<file path="src/rtl/keypad_pkg.sv">
// Shared types and key-code lookup for the 4x4 keypad scanner.
package keypad_pkg;

   typedef enum logic [1:0] {
      SCAN,
      DEB_PRESS,
      PRESSED,
      DEB_RELEASE
   } state_t;

   // Indexed [row][col]; '*' encodes as 0xE and '#' as 0xF.
   localparam logic [3:0] KEYMAP [4][4] = '{
      '{4'h1, 4'h2, 4'h3, 4'hA},
      '{4'h4, 4'h5, 4'h6, 4'hB},
      '{4'h7, 4'h8, 4'h9, 4'hC},
      '{4'hE, 4'h0, 4'hF, 4'hD}
   };

   function automatic logic [3:0] key_code(input logic [1:0] col_idx, input logic [1:0] row_idx);
      return KEYMAP[row_idx][col_idx];
   endfunction

   function automatic logic [1:0] low_idx(input logic [3:0] v);
      case (v)
         4'b1110: return 2'd0;
         4'b1101: return 2'd1;
         4'b1011: return 2'd2;
         default: return 2'd3;
      endcase
   endfunction

   function automatic logic one_low(input logic [3:0] v);
      return $countones(~v) == 1;
   endfunction

endpackage

</file>
<file path="src/rtl/scan_tick_gen.sv">
// Free-running divider: tick_o is high for one cycle every DIV cycles.
module scan_tick_gen #(
   parameter int unsigned DIV = 50000
) (
   input  logic clk_i,
   input  logic rst_i,
   output logic tick_o
);

   localparam int unsigned W = (DIV > 1) ? $clog2(DIV) : 1;
   localparam logic [W-1:0] LAST = W'(DIV - 1);

   logic [W-1:0] cnt_q;

   always_ff @(posedge clk_i) begin
      if (rst_i || cnt_q == LAST) begin
         cnt_q <= '0;
      end else begin
         cnt_q <= cnt_q + 1'b1;
      end
   end

   assign tick_o = (cnt_q == LAST) && !rst_i;

endmodule

</file>
<file path="src/rtl/keypad_scanner.sv">
// 4x4 keypad scanner: rotates active-low columns, debounces press and release,
// and reports each accepted press as a key code with a one-cycle trig.
module keypad_scanner
   import keypad_pkg::*;
#(
   parameter int unsigned SCAN_DIV       = 50000,
   parameter int unsigned DEBOUNCE_TICKS = 20
) (
   input  logic       clock,
   input  logic       reset,
   input  logic [3:0] row,
   output logic [3:0] col,
   output logic [3:0] value,
   output logic       trig,
   output logic       valid
);

   localparam int unsigned  CW      = $clog2(DEBOUNCE_TICKS + 1);
   localparam logic [CW-1:0] CNT_TGT = CW'(DEBOUNCE_TICKS);
   localparam logic [CW-1:0] CNT_ONE = CW'(1);

   logic [3:0]    row_meta_q, rs_q;
   logic          tick;
   state_t        state_q;
   logic [3:0]    col_q, pat_q, value_q;
   logic [CW-1:0] cnt_q;
   logic          trig_q, valid_q;
   logic [3:0]    col_d;
   logic [CW-1:0] cnt_d;

   always_ff @(posedge clock) begin
      if (reset) begin
         row_meta_q <= 4'hF;
         rs_q       <= 4'hF;
      end else begin
         row_meta_q <= row;
         rs_q       <= row_meta_q;
      end
   end

   scan_tick_gen #(.DIV(SCAN_DIV)) u_tick (
      .clk_i  (clock),
      .rst_i  (reset),
      .tick_o (tick)
   );

   assign col_d = {col_q[2:0], col_q[3]};
   assign cnt_d = (cnt_q == CNT_TGT) ? cnt_q : cnt_q + 1'b1;

   always_ff @(posedge clock) begin
      if (reset) begin
         state_q <= SCAN;
         col_q   <= 4'b1110;
         pat_q   <= 4'hF;
         cnt_q   <= '0;
         value_q <= 4'h0;
         trig_q  <= 1'b0;
         valid_q <= 1'b0;
      end else begin
         trig_q <= 1'b0;
         if (tick) begin
            case (state_q)
               SCAN: begin
                  // Idle and ghosted (multi-row) patterns both keep the scan moving.
                  if (one_low(rs_q)) begin
                     pat_q   <= rs_q;
                     cnt_q   <= '0;
                     state_q <= DEB_PRESS;
                  end else begin
                     col_q <= col_d;
                  end
               end
               DEB_PRESS: begin
                  if (rs_q == pat_q) begin
                     cnt_q <= cnt_d;
                     if (cnt_d == CNT_TGT) begin
                        state_q <= PRESSED;
                        value_q <= key_code(low_idx(col_q), low_idx(pat_q));
                        trig_q  <= 1'b1;
                        valid_q <= 1'b1;
                     end
                  end else begin
                     state_q <= SCAN;
                     col_q   <= col_d;
                  end
               end
               PRESSED: begin
                  if (rs_q == 4'hF) begin
                     cnt_q   <= CNT_ONE;
                     state_q <= DEB_RELEASE;
                  end
               end
               DEB_RELEASE: begin
                  if (rs_q == 4'hF) begin
                     cnt_q <= cnt_d;
                     if (cnt_d == CNT_TGT) begin
                        valid_q <= 1'b0;
                        state_q <= SCAN;
                        col_q   <= col_d;
                     end
                  end else begin
                     state_q <= PRESSED;
                  end
               end
               default: state_q <= SCAN;
            endcase
         end
      end
   end

   assign col   = col_q;
   assign value = value_q;
   assign valid = valid_q;
   // A reset arriving in the trig cycle kills the pulse without waiting for the edge.
   assign trig  = trig_q & ~reset;

endmodule

</file>
<file path="config.mk">
export PLATFORM = sky130hd
export DESIGN_NAME = keypad_scanner
export DESIGN_NICKNAME = d
export VERILOG_FILES = /design/src/rtl/keypad_pkg.sv /design/src/rtl/scan_tick_gen.sv /design/src/rtl/keypad_scanner.sv
export SDC_FILE = /design/constraint.sdc
export NUM_CORES = 1
export LEC_CHECK = 0
export ABC_AREA = 1
export ABC_CLOCK_PERIOD_IN_PS = 3390
export CORE_MARGIN = 5
export CORE_UTILIZATION = 67
export DETAILED_ROUTE_END_ITERATION = 8
export DONT_BUFFER_PORTS = 1
export HOLD_SLACK_MARGIN = 0.08
export PLACE_DENSITY = 0.86
export SYNTH_ARGS = -nofsm -noshare
export SYNTH_HDL_FRONTEND = slang
export SYNTH_SLANG_ARGS = --single-unit
</file>
<file path="constraint.sdc">
create_clock -name clock -period 3.39 [get_ports clock]
set_input_delay 0.5085 -clock clock [delete_from_list [all_inputs] [get_ports clock]]
set_output_delay 0.5085 -clock clock [all_outputs]
set_load 0.005 [all_outputs]
</file>
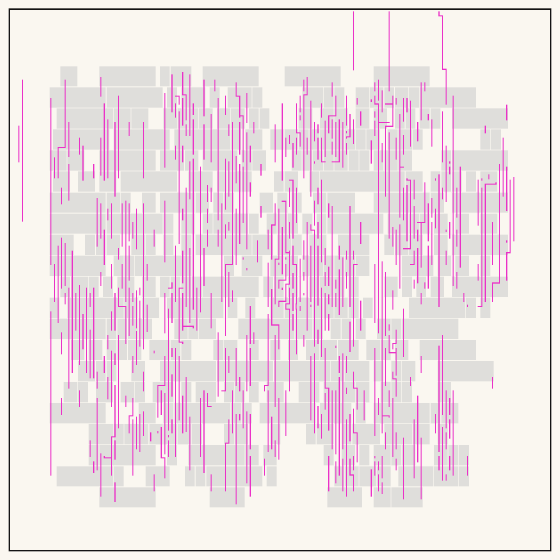
(images/m2.png)
The longest straight run is 29.6 microns. The wires run mostly vertical.

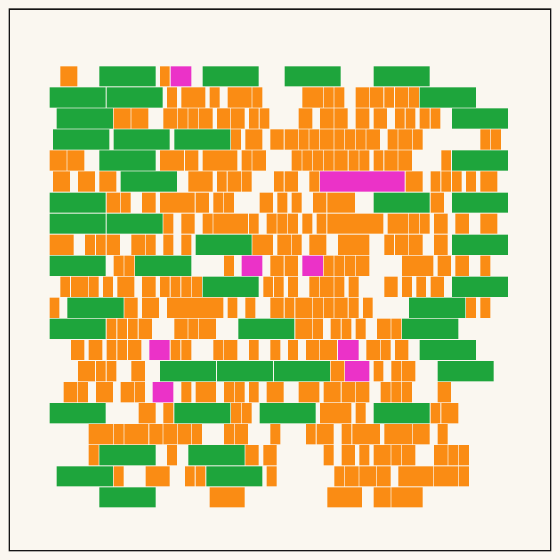
(images/class_map.png)
Magenta stands for clock drivers and dummy loads, cells 8. Orange stands for remaining logic cells, cells 293. Green stands for registers, cells 45.

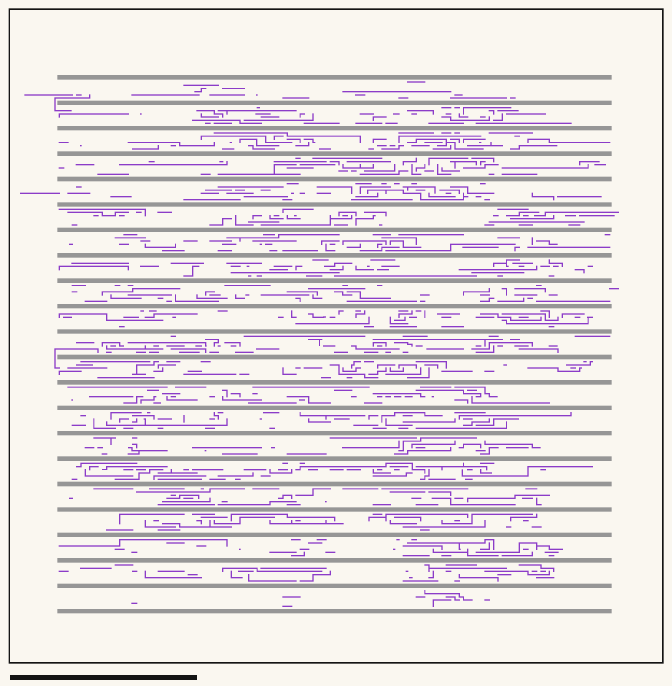
(images/m1.png)
Scale bar: 20 microns. Supply wires on this layer in gray.
The layer holds 44% of the routed length. 339 nets have wire on it.
final WL: 4630 microns
number of vias in the routed layout: 2146
grt met1 use: 25.1%

==> summary.txt <==
Observations from the implementation run.

Power:
- In this run, the clock network consumes roughly 37% of the power.
- The run gives the total power draw as between 0.9 and 1 mW.
- The run puts the net switching component of the power at between 0.2 and 0.25 mW.
- The run gives the sequential logic power as approximately 0.54 mW.
- The run gives the areal power density over the cells as 363 nW/um^2.

Route:
- After detailed routing, the number of vias per cell comes to about 5.5.
- Summed over all nets, wire length on met3 after detailed routing comes to 255 microns.
- The detailed router used layers up to and including met4.

Final layout:
- The run gives the fraction of area in registers as about 36%.
- The run puts the layout buffering overhead excluding clock cells at 0%.
- The run puts the logic gate fraction of the total cell area at between 50 and 60%.
- The run puts the sequential cell area at roughly 900 sq um.
- The run puts the area added between synthesis and finish at 5.17%.
- In the final layout, the clock buffer count is 5.
- The registers reported with the highest flop counts are u_tick.cnt_q: 16 flops, cnt_q: 5 flops.
- By area, logic gates come first.
- Among logic cells in the layout, the one with the most instances is nand2_1.

Clock network:
- The run puts the H-tree depth at 2.
- The run gives the post-CTS clock slew at the launch and capture registers of the worst setup and hold paths as 0.14 ns.
- The longest clock path from root to sink contains 2 buffers.
- The run gives the clock network latency to the later pin of the worst-skew pair as approximately 0.36 ns.

Synth:
- The run puts the average size of a mapped cell at 7.00 sq um.
- The run gives the count of distinct cell types in the synthesized netlist as 33.
- Multiplexer cells account for 0% of the synthesized area.
- The run gives the share of flip-flops with an asynchronous set or reset after synthesis as 0%.
- Of the combinational cells, the family taking the most area is simple AND/OR/NAND/NOR gates.
- The run puts the post-synthesis share of cell area spent on xor and xnor gates at 2.93%.
- The run puts the yosys synthesis warning count at 0.
- The most used flip-flop cell after synthesis is dfxtp_1.
- The run puts the number of register bits inferred by synthesis at between 40 and 50.
- The run gives the synthesized area as between 2000 and 2500 sq um.

Timing:
- The run puts the post-route setup TNS at 0 ns.
- In the post-route analysis, the smallest setup slack over all paths is about 0.9 ns.
- The run puts the number of pins exceeding their max-slew limit in the final report at 0.
- Setup repair after global routing left no endpoint under its margin.

Critical path:
- STA classifies the critical path startpoint as a register.
- Along the critical path, the tally of buffer and inverter instances is 1.
- The run gives the number of cells traversed by the worst register-to-register path as 11.
- Looking at the reg2reg group, the worst path starts from rs_q[0]$_SDFF_PP1_.
- At the worst endpoint, the arrival time is around 2.7 ns.
- The run puts the largest fanout on the critical path at 7.
- The run puts the delay contributed by the slowest stage of the critical path at around 0.55 ns.

Global route:
- Total global-route track usage over all layers is between 20% and 30%.
- The initial antenna violation count was 0.
- The run puts the met2 routing resource usage after global routing at between 30% and 40%.
- The run gives the via count of the first global-routing pass as 1965.

Die:
- The run puts the die outline height at between 60 and 70 microns.
- The run puts the die outline area at 4870 sq um.

Status:
- The run finished with clean final reports.

Job:
- The run gives the number of max-cap violations as 0.
No activity file was given, so power comes from the tool's default toggle rates.
